==> images/wire_density.png <==
The die is cut into 9 by 14 equal tiles; white is low, dark blue is high, scaled to the fullest tile. Values are wire area over tile area, all layers added.
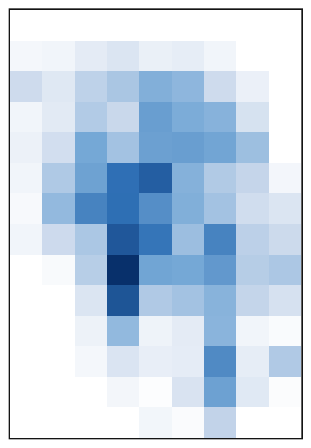
==> images/zoom.png <==
Scale bar: 5 um. Window x 14 to 34, y 39 to 59 um. Cells in grey, sequential cells in the stronger grey; small squares are vias.
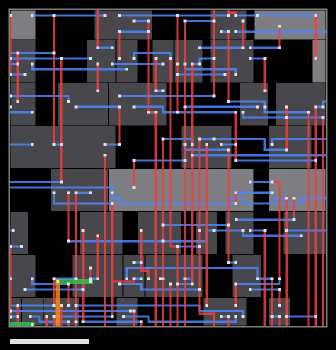
==> images/gate_families.png <==
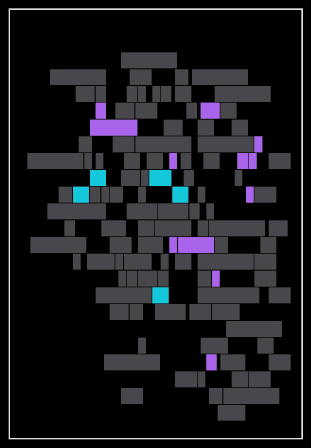
==> images/pins.png <==
Scale bar: 10 um. Pins as bars across the die edge, other pins in grey.
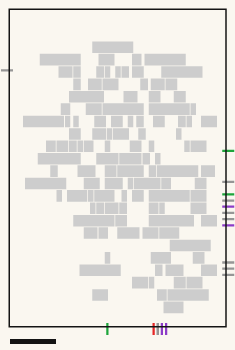
`src/rtl/hfosc_power_sequencer.sv`:
```
// High-frequency oscillator power sequencer: wake arbitration, startup delay, idle power-down, minimum off time.
// Optional boot hold on stack-pointer match is enabled by defining HFOSC_SP_BOOT_HOLD_EN.
module hfosc_power_sequencer #(
   parameter int STARTUP_CYCLES = 16,
   parameter int IDLE_CYCLES    = 64,
   parameter int OFF_HOLD       = 4,
`ifdef HFOSC_SP_BOOT_HOLD_EN
   parameter logic [31:0] SP_BOOT_VALUE = 32'h1000,
`endif
   parameter int NREQ           = 4
) (
`ifdef HFOSC_SP_BOOT_HOLD_EN
   input  logic [31:0]     rdsp,
`endif
   input  logic            clk,
   input  logic            reset,
   input  logic [NREQ-1:0] req,
   input  logic            force_on,
   output logic [NREQ-1:0] grant,
   output logic            clkhf_powerup,
   output logic            clkhf_enable,
   output logic            hf_ready,
   output logic [2:0]      state_o
);

   localparam logic [2:0] S_OFF   = 3'd0;
   localparam logic [2:0] S_PWRUP = 3'd1;
   localparam logic [2:0] S_RUN   = 3'd2;
   localparam logic [2:0] S_IDLE  = 3'd3;
   localparam logic [2:0] S_DRAIN = 3'd4;
   localparam logic [2:0] S_HOLD  = 3'd5;

   localparam int MAX_SU = (STARTUP_CYCLES > IDLE_CYCLES) ? STARTUP_CYCLES : IDLE_CYCLES;
   localparam int MAXC   = (MAX_SU > OFF_HOLD) ? MAX_SU : OFF_HOLD;
   localparam int CW     = $clog2(MAXC + 1);

   localparam logic [CW-1:0] START_LD = CW'(STARTUP_CYCLES - 1);
   localparam logic [CW-1:0] IDLE_LD  = CW'(IDLE_CYCLES - 1);
   localparam logic [CW-1:0] HOLD_LD  = CW'(OFF_HOLD - 1);
   localparam logic [CW-1:0] ONE      = CW'(1);

   logic [2:0]      state_q, state_d;
   logic [CW-1:0]   cnt_q, cnt_d;
   logic [NREQ-1:0] grant_q, grant_d;
   logic            demand;
   logic            hf_on;

`ifdef HFOSC_SP_BOOT_HOLD_EN
   logic [1:0] bcnt_q, bcnt_d;
   logic       boot_hold_q, boot_hold_d;

   // boot_hold drops on the same edge the match counter saturates
   always_comb begin
      bcnt_d      = bcnt_q;
      if ((rdsp == SP_BOOT_VALUE) && (bcnt_q != 2'd2))
         bcnt_d   = bcnt_q + 2'd1;
      boot_hold_d = boot_hold_q & (bcnt_d != 2'd2);
   end

   always_ff @(posedge clk or posedge reset) begin
      if (reset) begin
         bcnt_q      <= 2'd0;
         boot_hold_q <= 1'b1;
      end else begin
         bcnt_q      <= bcnt_d;
         boot_hold_q <= boot_hold_d;
      end
   end

   assign demand = (|req) | force_on | boot_hold_q;
`else
   assign demand = (|req) | force_on;
`endif

   always_comb begin
      state_d = state_q;
      cnt_d   = cnt_q;
      case (state_q)
         S_OFF: if (demand) begin
            state_d = S_PWRUP;
            cnt_d   = START_LD;
         end
         // startup never aborts, even if demand vanishes
         S_PWRUP: if (cnt_q == '0) begin
            state_d = S_RUN;
            cnt_d   = '0;
         end else begin
            cnt_d   = cnt_q - ONE;
         end
         S_RUN: if (!demand) begin
            state_d = S_IDLE;
            cnt_d   = IDLE_LD;
         end
         S_IDLE: if (demand) begin
            state_d = S_RUN;
            cnt_d   = '0;
         end else if (cnt_q == '0) begin
            state_d = S_DRAIN;
            cnt_d   = '0;
         end else begin
            cnt_d   = cnt_q - ONE;
         end
         S_DRAIN: begin
            state_d = S_HOLD;
            cnt_d   = HOLD_LD;
         end
         // demand seen during DRAIN/HOLD is honoured once the off time expires
         S_HOLD: if (cnt_q == '0) begin
            state_d = demand ? S_PWRUP : S_OFF;
            cnt_d   = demand ? START_LD : '0;
         end else begin
            cnt_d   = cnt_q - ONE;
         end
         default: begin
            state_d = S_OFF;
            cnt_d   = '0;
         end
      endcase
   end

   assign hf_on   = (state_q == S_RUN) || (state_q == S_IDLE);
   assign grant_d = req & {NREQ{hf_on}};

   always_ff @(posedge clk or posedge reset) begin
      if (reset) begin
         state_q <= S_OFF;
         cnt_q   <= '0;
         grant_q <= '0;
      end else begin
         state_q <= state_d;
         cnt_q   <= cnt_d;
         grant_q <= grant_d;
      end
   end

   always_comb begin
      clkhf_powerup = 1'b0;
      clkhf_enable  = 1'b0;
      case (state_q)
         S_PWRUP, S_DRAIN: clkhf_powerup = 1'b1;
         S_RUN, S_IDLE: begin
            clkhf_powerup = 1'b1;
            clkhf_enable  = 1'b1;
         end
         default: ;
      endcase
   end

   assign hf_ready = hf_on;
   assign grant    = grant_q;
   assign state_o  = state_q;

endmodule

```
`config.mk`:
```
export PLATFORM = sky130hd
export DESIGN_NAME = hfosc_power_sequencer
export DESIGN_NICKNAME = d
export VERILOG_FILES = /design/src/rtl/hfosc_power_sequencer.sv
export SDC_FILE = /design/constraint.sdc
export NUM_CORES = 1
export LEC_CHECK = 0
export ABC_AREA = 0
export CELL_PAD_IN_SITES_DETAIL_PLACEMENT = 0
export CELL_PAD_IN_SITES_GLOBAL_PLACEMENT = 1
export CORE_ASPECT_RATIO = 1.5
export CORE_MARGIN = 1.5
export CORE_UTILIZATION = 30
export CTS_CLUSTER_DIAMETER = 100
export DETAILED_ROUTE_END_ITERATION = 6
export PLACE_DENSITY = 0.69
export SLEW_MARGIN = 5
export SYNTH_ARGS = -nofsm -noshare
export SYNTH_HDL_FRONTEND = slang
export SYNTH_SLANG_ARGS = --single-unit
```
`constraint.sdc`:
```
create_clock -name clk -period 2 [get_ports clk]
set_input_delay 0.4 -clock clk [delete_from_list [all_inputs] [get_ports clk]]
set_output_delay 0.4 -clock clk [all_outputs]
set_load 0.03 [all_outputs]
```
==> flow_metrics.env <==
# yosys + openroad results
export IMPL_outcome="complete, no violations"
export IMPL_synth_edff_count=0
export IMPL_final_layout_top_logic_cells="dfrtp_1 (14), nand2_1 (10), clkdlybuf4s50_1 (10), buf_4 (10)"
export IMPL_overflow=0
export IMPL_route_met3_wl_um=56
export IMPL_clock_sinks=14
export IMPL_final_nets=125
export IMPL_drcViolationCount=0
export IMPL_syn_num_nets=101
export IMPL_max_cap_viol_count=0
export IMPL_worstMarginPinSlew_ns=0.5744
export IMPL_synth_area_um2=880.8
export IMPL_antenna_left=0
export IMPL_rsz0062_at_grt="false"
export IMPL_r2r_start="cnt_q[2]"
export IMPL_min_from="req[2]"
export IMPL_dpl_instance_area_um2=1120
export IMPL_worstSkewPairLatency_ns=0.24
export IMPL_met2_length_um=1211
export IMPL_drive_gt1_frac=0.2193
export IMPL_yosysWarnings=0
export IMPL_cp_required_ns=2.16
export IMPL_fin_setup_tns_ns=0
export IMPL_ys_area_um2=880.8
export IMPL_finClkSkew_ns=0.002473
export IMPL_synthArstFlopShare=1.000
export IMPL_avgViaCountPerCell=5.099
export IMPL_tool_warnings=27
export IMPL_common_cells="dfrtp_1 (14), nand2_1 (10), inv_1 (6), nor2_1 (6)"
export IMPL_cp_endpoint="cnt_q[1]"
export IMPL_cpMaxStageDelayCell="dfrtp_1"
export IMPL_powerDensity_nw_per_um2=1507
export IMPL_wl_met1_um=855
export IMPL_fp_util=0.3222
export IMPL_worstSetupPathType="register to register"
export IMPL_top_cell_area_share=0.3977
export IMPL_leakagePower_uw=0.0005388
export IMPL_relSlewSlack=0.6167
export IMPL_max_freq_ghz=0.5343
export IMPL_min_period_ns=1.872
export IMPL_start_kind="register"
export IMPL_dr_pass1_iters=4
export IMPL_core_um2=2734
export IMPL_ir_drop_v=0.0006791
export IMPL_whs_path_depth=2
export IMPL_fin_hold_ws_ns=0.4518
export IMPL_ys_seq_elements=14
export IMPL_hold_path_end="grant[2]"
export IMPL_htree_levels=1
export IMPL_arrival_ns=2.03
export IMPL_drtIter0Drc=7
export IMPL_r2r_slack_ns=0.13
export IMPL_cp_slowest_stage_delay_ns=0.45
export IMPL_cts_hold_buf=0
export IMPL_synthDominantAreaCellType="dfrtp_1"
export IMPL_top_layer="met4"
export IMPL_cts_buffers=3
export IMPL_grt_max_degree=15
export IMPL_antenna_found_initial=0
export IMPL_cp_cell_sequence="nor4_4, nand3b_2, mux2_1, a221o_1, o21ai_2"
export IMPL_synth_seq_share=0.3977
export IMPL_insertedDiodeCount=0
export IMPL_final_cell_area_um2=1190
export IMPL_grt_pass1_vias=817
export IMPL_place_congestion=0.8454
export IMPL_cts_setup_buffers=0
export IMPL_ios=17
export IMPL_cts_tree="built"
export IMPL_ys_types=39
export IMPL_cp_max_fo=5
export IMPL_grt_pass1_wl_um=3594
export IMPL_clk_pin_slew_worst_paths_ns=0.06
export IMPL_place_hpwl_um=1686
export IMPL_ys_cells=92
export IMPL_avgSynthCellArea_um2=9.574
export IMPL_ff_type="dfrtp_1"
export IMPL_rows=23
export IMPL_synthTopCellsByArea="dfrtp_1 (40%), nand2_1 (4.3%), o41ai_4 (3.1%), ha_1 (2.8%), nand3_1 (2.8%)"
export IMPL_period_used=0.9359
export IMPL_r2r_end="cnt_q[1]"
export IMPL_cts_root_buf="clkbuf_8"
export IMPL_worst_r2r_path_depth=5
export IMPL_slew_violations=0
export IMPL_yosysMostFrequentCell="dfrtp_1"
export IMPL_hold_viol=0
export IMPL_chip_area_um2=3277
export IMPL_clock_path_buffers=2
export IMPL_end_kind="register"
export IMPL_crit_start="cnt_q[2]"
## Picture notes: wire_density.png
The mean over all tiles is 0.10. The densest ninth of the die: middle. The emptiest ninth of the die: bottom left. The fullest tile reaches 0.43. 17% of the tiles are over half the peak.
DR vias: 770
gr usage total: 0.1494
WL/cell: 14.36 um
Post-Route WL: 2169 um

## Picture notes: zoom.png
Key: met3 = green; met2 = red; met4 = orange; met1 = blue
34 logic cells have their middle in the window. Sequential cells in the window: 1. Most frequent: nand2_1 (4), buf_4 (4). Netlist names of flops here include cnt_q (1).

## Picture notes: gate_families.png
Key: AND-OR and OR-AND gates = cyan [cells 5, most used a21o_1, where middle]; NOR gates = purple [cells 12, most used nor2_1]
Commonest Layout Cell: dfrtp_1
logic share of the area: 0.4269
Layout Cells excl Fill: 151

## Picture notes: pins.png
Key: reset = red [pins 1, direction input, edge bottom]; state_o = green [pins 3, direction output, edge 2 right, 1 bottom]; req = purple [pins 4, direction input, edge 2 right, 2 bottom]
All pins by edge: 11 right, 5 bottom, 1 left.
die height: 69.37 um
Die W: 47.24 um
Port Buffers: 16

critical path: cells and delay by family, from the launching register on:
family,cells,cell delay (ns)
DFF,1,0.45
AOI/OAI and AO/OA,2,0.39
and+or+nand+nor,2,0.59
muxes,1,0.36
cells by family after synthesis:
logic type,Yosys count,synth area share
adders and majority gates,4,0.05113
and+or+nand+nor,38,0.2585
muxes,1,0.01278
xor gates and xnor gates,3,0.02983
buffers and inverters,11,0.05398
AOI/OAI and AO/OA,21,0.1960
DFF,14,0.3977
power by group:
group / switching [uW] / internal, uW / leakage, uW / total, uW
sequential: 93.2 / 383 / 0.000175 / 477
combinational: 612 / 469 / 0.000342 / 1080
clock: 102 / 133 / 0.0000216 / 236
total: 808 / 985 / 0.000539 / 1790
stage by stage:
step / util / total power, uW / worst slack (ns) / std cells
floorplan: - / 1173 / 0.2211 / 92
global placement: 0.4096 / 1500 / -0.2245 / 148
detailed placement: 0.4096 / 1513 / -0.2222 / 148
CTS: 0.4243 / 1750 / 0.01952 / 151
global route: 0.4352 / 1923 / 0.08869 / 151
finish: 0.4352 / 1793 / 0.1283 / 151
flip-flops by register name, indices dropped and copies added (netlist names):
name and cells:
state_o 3, grant 4, cnt_q 7
final cells by class:
cell class,instances,area (um^2)
Sequential cell,14,350.3
Inverter,6,22.52
Fill cell,280,1544
Multi-Input combinational cell,67,508.0
Timing Repair Buffer,24,221.5
Clock buffer,3,41.29
Tap cell,37,46.29
metal layers:
metal	GRT usage	up-vias
met5	0	-
met4	0.08642	0
met3	0.02083	4
met2	0.2583	16
met1	0.1572	380
li1	-	370
timing repair:
| action | CTS | global route |
|---|---|---|
| resized | 1 | 6 |
| endpoints found under the setup margin | 1 | 5 |
| pin swaps | 0 | 4 |
No activity file was given, so power comes from the tool's default toggle rates.
